### config.mk
export PLATFORM = sky130hd
export DESIGN_NAME = fwd_hazard_ctrl
export DESIGN_NICKNAME = d
export VERILOG_FILES = /design/src/rtl/fwd_hazard_ctrl.sv
export SDC_FILE = /design/constraint.sdc
export NUM_CORES = 1
export LEC_CHECK = 0
export ABC_AREA = 0
export CAP_MARGIN = 10
export CORE_MARGIN = 1
export CORE_UTILIZATION = 30
export DETAILED_ROUTE_END_ITERATION = 10
export HOLD_SLACK_MARGIN = 0.06
export PLACE_DENSITY = 0.72
export SYNTH_ARGS = -nofsm -noshare
export SYNTH_HDL_FRONTEND = slang
export SYNTH_SLANG_ARGS = --single-unit
### constraint.sdc
create_clock -name clk -period 1.96 [get_ports clk]
set_clock_uncertainty 0.15 [all_clocks]
set_input_delay 0.392 -clock clk [delete_from_list [all_inputs] [get_ports clk]]
set_output_delay 0.392 -clock clk [all_outputs]
set_load 0.02 [all_outputs]
### src/rtl/fwd_hazard_ctrl.sv
// Operand forwarding selects and load-use stall detection for the ID stage.
// Optional FWD_STATS_EN adds stall_cnt/fwd_cnt event counters.
module fwd_hazard_ctrl #(
    parameter int RA_W = 5
) (
    input  logic            clk,
    input  logic            clrn,
    input  logic [RA_W-1:0] id_rs,
    input  logic [RA_W-1:0] id_rt,
    input  logic            id_use_rs,
    input  logic            id_use_rt,
    input  logic [RA_W-1:0] id_rn,
    input  logic            id_wreg,
    input  logic            id_m2reg,
    input  logic            flush,
    output logic [1:0]      fwda,
    output logic [1:0]      fwdb,
    output logic            stall,
    output logic [RA_W-1:0] exe_rn,
    output logic            exe_wreg,
    output logic            exe_m2reg,
    output logic [RA_W-1:0] mem_rn,
    output logic            mem_wreg,
    output logic            mem_m2reg
`ifdef FWD_STATS_EN
    ,
    output logic [31:0]     stall_cnt,
    output logic [31:0]     fwd_cnt
`endif
);

    // EXE match beats MEM match; a load still in EXE has no data yet, so it falls through.
    function automatic logic [1:0] fwd_sel(
        input logic [RA_W-1:0] src,
        input logic            use_src,
        input logic [RA_W-1:0] e_rn,
        input logic            e_wreg,
        input logic            e_m2reg,
        input logic [RA_W-1:0] m_rn,
        input logic            m_wreg,
        input logic            m_m2reg
    );
        logic [1:0] sel;
        sel = 2'b00;
        if (src == '0 || !use_src)
            sel = 2'b00;
        else if (e_wreg && e_rn == src && !e_m2reg)
            sel = 2'b01;
        else if (m_wreg && m_rn == src && !m_m2reg)
            sel = 2'b10;
        else if (m_wreg && m_rn == src && m_m2reg)
            sel = 2'b11;
        return sel;
    endfunction

    logic bubble;

    always_comb begin
        fwda = fwd_sel(id_rs, id_use_rs, exe_rn, exe_wreg, exe_m2reg,
                       mem_rn, mem_wreg, mem_m2reg);
        fwdb = fwd_sel(id_rt, id_use_rt, exe_rn, exe_wreg, exe_m2reg,
                       mem_rn, mem_wreg, mem_m2reg);
        stall = exe_wreg && exe_m2reg && (exe_rn != '0) &&
                ((id_use_rs && id_rs == exe_rn) || (id_use_rt && id_rt == exe_rn));
        bubble = stall || flush;
    end

    always_ff @(posedge clk) begin
        if (!clrn) begin
            exe_rn    <= '0;
            exe_wreg  <= 1'b0;
            exe_m2reg <= 1'b0;
            mem_rn    <= '0;
            mem_wreg  <= 1'b0;
            mem_m2reg <= 1'b0;
        end else begin
            mem_rn    <= exe_rn;
            mem_wreg  <= exe_wreg;
            mem_m2reg <= exe_m2reg;
            exe_rn    <= bubble ? '0 : id_rn;
            exe_wreg  <= bubble ? 1'b0 : id_wreg;
            exe_m2reg <= bubble ? 1'b0 : id_m2reg;
        end
    end

`ifdef FWD_STATS_EN
    always_ff @(posedge clk) begin
        if (!clrn) begin
            stall_cnt <= '0;
            fwd_cnt   <= '0;
        end else begin
            if (stall)
                stall_cnt <= stall_cnt + 32'd1;
            // one count per cycle even when both operands forward
            if (fwda != 2'b00 || fwdb != 2'b00)
                fwd_cnt <= fwd_cnt + 32'd1;
        end
    end
`endif

endmodule
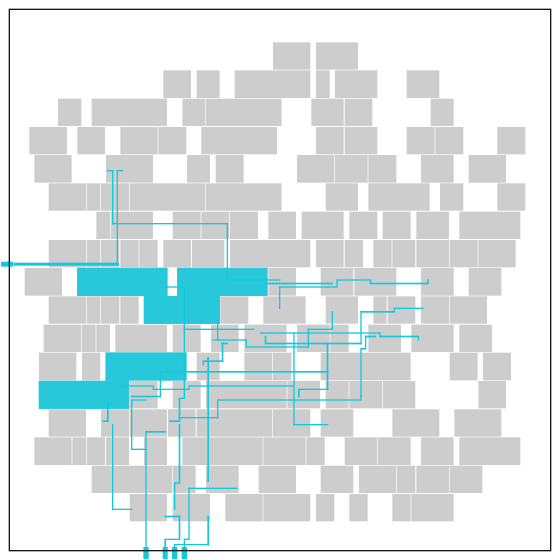
Run 1: nets reached from selected ports
[cyan] `exe_rn` | bits: 5 | direction: output | edge: 4 south, 1 west | end cells: 5 | buffers: 10 | wire: 312 um

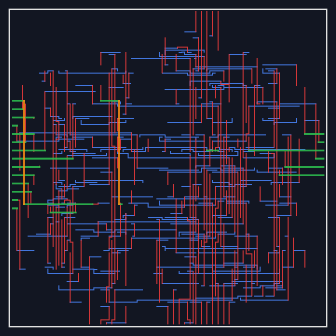
Run 1: signal wires by layer
[orange] metal 4 | wire length: 34.0 um
[green] metal 3 | wire length: 94.5 um
[blue] metal 1 | wire length: 1050 um
[red] metal 2 | wire length: 1280 um

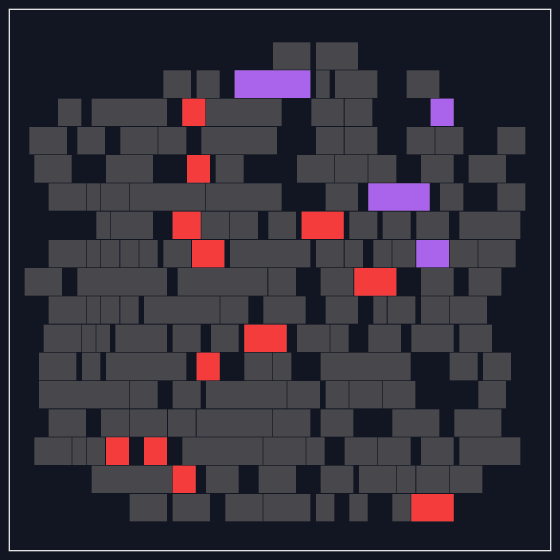
Run 1: logic cells by family
[red] and/or cells | cells: 12 | most used: and2_1
[purple] aoi and oai cells | cells: 4 | where: north-east

==> impl_results.html, run 1 <==
<h2>Synthesis and place &amp; route</h2>
<table>
<tr><th>Metric</th><th>Value</th></tr>
<tr><th colspan="2">Setup path</th></tr>
<tr><td>Required time at the worst-slack endpoint</td><td>between 1 and 1.5 ns</td></tr>
<tr><td>Startpoint type of the worst setup path</td><td>flip-flop</td></tr>
<tr><td>Kind of critical path</td><td>reg -&gt; out</td></tr>
<tr><td>Gate family responsible for the most delay along the worst path</td><td>simple AND/OR/NAND/NOR gates</td></tr>
<tr><td>Critical Path End Type</td><td>output port</td></tr>
<tr><td>Start point of the critical path</td><td>exe_rn[2]</td></tr>
<tr><td>Crit Reg-Reg Endpoint</td><td>exe_wreg</td></tr>
<tr><td>Register-to-register setup slack</td><td>approximately 0.15 ns</td></tr>
<tr><td>Source of the worst register-to-register timing path</td><td>exe_rn[2]</td></tr>
<tr><td>CP cell instances</td><td>or4_4, nor2_4, nor4_4, or2_4, buf_6</td></tr>
<tr><td>CP Capture Point</td><td>stall</td></tr>
<tr><td>Worst reg2reg path depth</td><td>6</td></tr>
<tr><td>Slowest CP cell</td><td>or4_4</td></tr>
<tr><td>Arrival time at the worst endpoint</td><td>1.77 ns</td></tr>
<tr><th colspan="2">Final timing</th></tr>
<tr><td>Time the final worst path needs with I/O delays and setup</td><td>between 2 and 2.5 ns</td></tr>
<tr><td>Total negative setup slack</td><td>-1.33 ns</td></tr>
<tr><td>Slew Limit Headroom</td><td>between 80 and 90%</td></tr>
<tr><td>Crit path setup slack, layout</td><td>-0.355 ns</td></tr>
<tr><td>Share of the cycle needed by the critical path after routing</td><td>118%</td></tr>
<tr><td>Slew at the pin closest to its max-slew limit</td><td>around 0.27 ns</td></tr>
<tr><td>Setup repair after global routing missed its margin</td><td>true</td></tr>
<tr><td>Setup-failing EPs final</td><td>5</td></tr>
<tr><td>Final hold vios</td><td>0</td></tr>
<tr><td>Worst hold slack after final layout</td><td>around 0.44 ns</td></tr>
<tr><td>Final slew viol count</td><td>0</td></tr>
<tr><th colspan="2">Floorplan</th></tr>
<tr><td>Top-level I/O count</td><td>41</td></tr>
<tr><td>Chip area</td><td>roughly 2700 sq um</td></tr>
<tr><td>Die outline height</td><td>about 52 um</td></tr>
<tr><td>Core Area</td><td>2280 sq um</td></tr>
<tr><td>Row Count</td><td>17</td></tr>
<tr><th colspan="2">Clocking</th></tr>
<tr><td>Post-CTS Hold Buffers</td><td>0</td></tr>
<tr><td>Number of CTS-inserted buffers</td><td>3</td></tr>
<tr><td>Clock-pin slew of the registers on the worst-case setup and hold paths</td><td>0.08 ns</td></tr>
<tr><td>Count of H-tree levels built during CTS</td><td>1</td></tr>
<tr><td>Max clock buf depth</td><td>2</td></tr>
<tr><td>Clock latency at the later pin of the worst-skew pair</td><td>approximately 0.27 ns</td></tr>
<tr><th colspan="2">Min path</th></tr>
<tr><td>Count of cells along the worst hold path</td><td>2</td></tr>
<tr><td>Tightest Hold Check Type</td><td>reg -&gt; reg</td></tr>
<tr><td>Start point of the worst min-delay path</td><td>exe_wreg</td></tr>
<tr><th colspan="2">Run</th></tr>
<tr><td>Stage-log warning count</td><td>29</td></tr>
<tr><td>Tally of max-capacitance violations</td><td>0</td></tr>
<tr><th colspan="2">Placement</th></tr>
<tr><td>Placer congestion estimate</td><td>approximately 0.84</td></tr>
<tr><td>Total placed instance area</td><td>roughly 1500 sq um</td></tr>
<tr><td>Post-placement worst setup slack</td><td>-1.08 ns</td></tr>
<tr><th colspan="2">Cells and area</th></tr>
<tr><td>Nets</td><td>around 180</td></tr>
<tr><td>Core utilization of the finished layout</td><td>between 60% and 70%</td></tr>
<tr><td>Most numerous logic cell after layout</td><td>buf_4</td></tr>
<tr><td>Total inserted antenna cells</td><td>0</td></tr>
<tr><td>Layout cell share with drive strength beyond 1</td><td>between 40% and 50%</td></tr>
<tr><td>Non-filler instance count after layout</td><td>185</td></tr>
<tr><th colspan="2">Outcome</th></tr>
<tr><td>Violated checks</td><td>negative setup slack</td></tr>
<tr><td>Result of the run</td><td>finished, violations left</td></tr>
<tr><th colspan="2">Yosys</th></tr>
<tr><td>Yosys Chip Area</td><td>approximately 750 sq um</td></tr>
<tr><td>Average cell area after synthesis</td><td>between 9 and 10 sq um</td></tr>
<tr><td>Mapped Area</td><td>751 sq um</td></tr>
<tr><td>Area share of the largest cell type after synthesis</td><td>between 30% and 40%</td></tr>
<tr><td>Biggest area cells</td><td>dfxtp_1 37%, xor2_1 14%, xnor2_1 9.3%</td></tr>
<tr><td>Post-synth top area cell</td><td>dfxtp_1</td></tr>
<tr><td>Synth Area in XOR/XNOR</td><td>roughly a quarter</td></tr>
<tr><td>Yosys reg bits</td><td>14</td></tr>
<tr><td>Main kind of combinational logic by area</td><td>simple AND/OR/NAND/NOR gates</td></tr>
<tr><td>Synth Seq Share</td><td>a little under two fifths</td></tr>
<tr><td>Post-synthesis compound-gate area fraction</td><td>3.00%</td></tr>
<tr><td>Count of distinct cell types in the synthesized netlist</td><td>22</td></tr>
<tr><td>Cells after Synth</td><td>82</td></tr>
<tr><th colspan="2">Pwr</th></tr>
<tr><td>Leakage power</td><td>0.699 nW</td></tr>
<tr><td>Worst ir drop on vdd</td><td>0.460 mV</td></tr>
<tr><td>Pwr Density</td><td>454 nW/um^2</td></tr>
<tr><td>Overall power</td><td>between 600 and 700 uW</td></tr>
<tr><th colspan="2">Global route</th></tr>
<tr><td>Global-route wire length before repair</td><td>roughly 4.1 mm</td></tr>
<tr><td>Overall overflow remaining after global route</td><td>0</td></tr>
<tr><td>Via count of the first global-routing pass</td><td>around 890</td></tr>
<tr><th colspan="2">Routing</th></tr>
<tr><td>Detailed-routing iteration count for the pre-antenna-repair pass</td><td>4</td></tr>
<tr><td>Number of vias in the routed layout</td><td>approximately 900</td></tr>
<tr><td>Antenna Nets Post-Route</td><td>0</td></tr>
<tr><td>Vias per std cell</td><td>~4.7</td></tr>
</table>
==> run 1: registers in the layout, summed over array words and instances, names as in the netlist <==
signal	cells
exe_m2reg	1
exe_rn	5
exe_wreg	1
mem_m2reg	1
mem_rn	5
mem_wreg	1
==> run 1: Yosys cell counts, drive strengths merged <==
cell and instances:
nor3 8, or4 3, nand4b 2, or2 1, o22ai 2, xnor2 8, nand4 2, o21ai 2
nor4 3, inv 1, xor2 12, and2 7, nand3 2, nor2b 4, nor2 1, nand2 8
nor4b 1, dfxtp 14, or3b 1
==> run 1: power by group <==
part | switching (mW) | total, mW | leakage [nW] | internal, mW
Clock | 0.0895 | 0.202 | 0.0210 | 0.113
Combinational | 0.0829 | 0.194 | 0.560 | 0.111
Sequential | 0.00986 | 0.302 | 0.118 | 0.292
==> run 1: metal layers <==
metal,track usage (%),share of wire [%]
met2,37.6,52
met3,2.34,3.8
met1,24.1,43
met4,8.11,1.4
met5,0,0
==> run 1: worst reg2reg max path, cell delays in order, from the launching register on <==
cell     delay, ns
dfxtp_2       0.35
or4_4         0.55
nor2_4        0.16
nor4b_4       0.07
buf_4         0.13
buf_4         0.14
nor3_1        0.18
==> run 1: repair_timing <==
| action | 4_1_cts | 5_1_grt |
|---|---|---|
| pin swaps | 18 | 10 |
| endpoints found under the setup margin | 7 | 7 |
| resized | 70 | 9 |
| setup buffers | 2 | 1 |
==> run 1: layout make-up <==
type	instances	area, sq um
fill	199	736
timing repair buffer	71	604
multi-input combinational	67	564
sequential	14	297
clock buffer	4	36.3
tap	28	35.0
inverter	1	3.75
==> run 1: cell families after synthesis <==
group,count (synthesis)
buf+inv,1
xor+xnor,20
simple gates,43
flops,14
compound gates,4
## Run 2: what changed since run 1
Settings changed: CELL_PAD_IN_SITES_DETAIL_PLACEMENT set to 1, CELL_PAD_IN_SITES_GLOBAL_PLACEMENT set to 1, CORE_ASPECT_RATIO set to 0.5, CORE_UTILIZATION 30 to 26, PLACE_DENSITY 0.72 to 0.83.
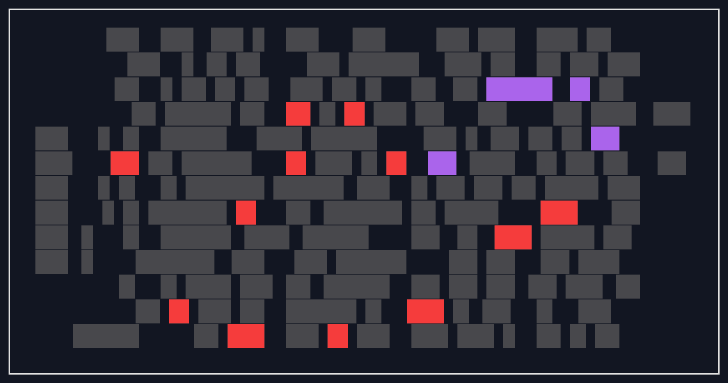
Run 2: logic cells by family
[purple] aoi and oai cells | cells: 4 | most used: o21ai_2
[red] and/or cells | cells: 12 | most used: and2_1

==> impl_results.html, run 2 <==
<h2>Synthesis and place &amp; route</h2>
<table>
<tr><th>Metric</th><th>Value</th></tr>
<tr><th colspan="2">Cells and area</th></tr>
<tr><td>Filler instances</td><td>309 (+55%)</td></tr>
<tr><td>Total inserted antenna cells</td><td>0 (unchanged)</td></tr>
<tr><td>Most numerous logic cell after layout</td><td>buf_4</td></tr>
<tr><td>Non-filler instance count after layout</td><td>189 (+2.2%)</td></tr>
<tr><td>Largest registers</td><td>exe_rn: 5 flops, mem_rn: 5 flops</td></tr>
<tr><td>Layout cell share with drive strength beyond 1</td><td>45.4% (-0.47 points)</td></tr>
<tr><th colspan="2">Routing</th></tr>
<tr><td>Top metal layer carrying routed signals</td><td>met4</td></tr>
<tr><td>Wire length on met2</td><td>1.43 mm (+12%)</td></tr>
<tr><td>Detail Route met3 WL</td><td>69 um (-27%)</td></tr>
<tr><td>Vias per std cell</td><td>4.47 (-5.8%)</td></tr>
<tr><td>Number of vias in the routed layout</td><td>844 (-3.8%)</td></tr>
<tr><td>Metal-1 WL</td><td>1.45 mm (+39%)</td></tr>
<tr><td>Antenna Nets Post-Route</td><td>0 (unchanged)</td></tr>
<tr><th colspan="2">Setup path</th></tr>
<tr><td>CP Capture Point</td><td>stall</td></tr>
<tr><td>Start point of the critical path</td><td>exe_rn[1]</td></tr>
<tr><td>Critical Path End Type</td><td>output port</td></tr>
<tr><td>Source of the worst register-to-register timing path</td><td>exe_rn[1]</td></tr>
<tr><td>Required time at the worst-slack endpoint</td><td>1.42 ns (about the same)</td></tr>
<tr><td>Crit Reg-Reg Endpoint</td><td>exe_rn[1]</td></tr>
<tr><th colspan="2">Yosys</th></tr>
<tr><td>Synth Seq Share</td><td>37.3% (unchanged)</td></tr>
<tr><td>Ys async rst share</td><td>0% (unchanged)</td></tr>
<tr><td>Yosys Chip Area</td><td>751 sq um (unchanged)</td></tr>
<tr><td>Biggest area cells</td><td>dfxtp_1 37%, xor2_1 14%, xnor2_1 9.3%</td></tr>
<tr><td>Yosys reg bits</td><td>14 (unchanged)</td></tr>
<tr><td>Count of distinct cell types in the synthesized netlist</td><td>22 (unchanged)</td></tr>
<tr><td>Main kind of combinational logic by area</td><td>simple AND/OR/NAND/NOR gates</td></tr>
<tr><td>Area share of the largest cell type after synthesis</td><td>37.3% (unchanged)</td></tr>
<tr><td>Post-synth top area cell</td><td>dfxtp_1</td></tr>
<tr><td>Cells after Synth</td><td>82 (unchanged)</td></tr>
<tr><th colspan="2">Final timing</th></tr>
<tr><td>Crit path setup slack, layout</td><td>-0.322 ns (+0.0331 ns)</td></tr>
<tr><td>Time the final worst path needs with I/O delays and setup</td><td>2.28 ns (-0.0331 ns)</td></tr>
<tr><td>Slew at the pin closest to its max-slew limit</td><td>0.281 ns (+0.00690 ns)</td></tr>
<tr><td>Final slew viol count</td><td>0 (unchanged)</td></tr>
<tr><td>Setup-failing EPs final</td><td>5 (unchanged)</td></tr>
<tr><td>Final hold vios</td><td>0 (unchanged)</td></tr>
<tr><td>Worst hold slack after final layout</td><td>0.447 ns (+0.00466 ns)</td></tr>
<tr><th colspan="2">Outcome</th></tr>
<tr><td>Violated checks</td><td>negative setup slack</td></tr>
<tr><td>Result of the run</td><td>finished, violations left</td></tr>
<tr><th colspan="2">Pwr</th></tr>
<tr><td>Int Pwr</td><td>541 uW (+4.7%)</td></tr>
<tr><td>Net Sw Power</td><td>199 uW (+9.4%)</td></tr>
<tr><td>Switch share</td><td>26.9% (+0.85 points)</td></tr>
<tr><td>Leakage power</td><td>0.673 nW (-3.7%)</td></tr>
<tr><th colspan="2">Floorplan</th></tr>
<tr><td>Chip area</td><td>3120 sq um (+15%)</td></tr>
<tr><td>Top-level I/O count</td><td>41 (unchanged)</td></tr>
<tr><td>Die outline height</td><td>40.0 um (-23%)</td></tr>
<tr><td>Core Area</td><td>2670 sq um (+17%)</td></tr>
<tr><td>Row Count</td><td>13 (-4)</td></tr>
<tr><th colspan="2">Global route</th></tr>
<tr><td>Via count of the first global-routing pass</td><td>909 (+1.9%)</td></tr>
<tr><td>Global-route wire length before repair</td><td>4.79 mm (+18%)</td></tr>
<tr><td>Overall overflow remaining after global route</td><td>0 (unchanged)</td></tr>
<tr><th colspan="2">Clocking</th></tr>
<tr><td>Number of gates resized after cts</td><td>78 (+11%)</td></tr>
<tr><td>Clock-pin slew of the registers on the worst-case setup and hold paths</td><td>0.06 ns (-0.02 ns)</td></tr>
<tr><td>Clock latency at the later pin of the worst-skew pair</td><td>0.24 ns (-0.03 ns)</td></tr>
<tr><td>Number of CTS-inserted buffers</td><td>3 (unchanged)</td></tr>
<tr><th colspan="2">Placement</th></tr>
<tr><td>Placer congestion estimate</td><td>0.764 (-9.1%)</td></tr>
<tr><th colspan="2">Min path</th></tr>
<tr><td>Count of cells along the worst hold path</td><td>2 (unchanged)</td></tr>
<tr><td>Tightest Hold Check Type</td><td>reg -&gt; reg</td></tr>
<tr><td>Start point of the worst min-delay path</td><td>exe_m2reg</td></tr>
<tr><th colspan="2">Run</th></tr>
<tr><td>Stage-log warning count</td><td>29 (unchanged)</td></tr>
</table>
-- run 2: cell counts after synthesis --
No cell type changed its count.
-- run 2: per-stage QoR --
| step | setup TNS (ns) | setup WS (ns) | utilization [%] | power, mW |
|---|---|---|---|---|
| 6_report | -1.13 | -0.322 | 57.7 | 0.740 |
| 3_3_place_gp | -6.02 | -1.02 | 54.1 | 0.494 |
| 5_1_grt | -1.45 | -0.372 | 57.7 | 0.777 |
| 2_1_floorplan | -0.0308 | -0.0212 | - | 0.380 |
| 4_1_cts | -1.11 | -0.327 | 56.8 | 0.740 |
| 3_5_place_dp | -6.84 | -1.09 | 54.1 | 0.502 |
-- run 2: power by group through the flow --
| stage | sequential, mW | clock (mW) | combinational (mW) |
|---|---|---|---|
| after floorplan | 0.322 | 0 | 0.0578 |
| after global placement | 0.310 | 0 | 0.184 |
| after detailed placement | 0.311 | 0 | 0.191 |
| after CTS | 0.305 | 0.242 | 0.193 |
| after global routing | 0.306 | 0.263 | 0.208 |
| final | 0.305 | 0.241 | 0.194 |
-- run 2: layout make-up --
class                           instances  area (sq um)  area share, %
Timing Repair Buffer                   66           576           37.4
Multi-Input combinational cell         67           571           37.1
Sequential cell                        14           298           19.3
Tap cell                               37          46.3           3.01
Clock buffer                            3          41.3           2.68
Clock inverter                          1          3.75          0.244
Inverter                                1          3.75          0.244
-- run 2: cells by family after synthesis --
kind of cell | count (synthesis)
compound gates | 4
simple gates | 43
flops | 14
xor+xnor | 20
buf+inv | 1
-- run 2: layer usage --
metal / vias to the layer above / GRT usage [%]
met5: - / 0
met4: 0 / 6.48
met3: 4 / 3.41
met2: 14 / 40.5
met1: 397 / 27.9
li1: 429 / -
-- run 2: critical path, delay by kind of cell (launching register included) --
kind / cells / cell delay, ns
simple gates: 4 / 1.01
flops: 1 / 0.36
buf+inv: 1 / 0.13
Power is estimated from default activity; no workload was simulated.
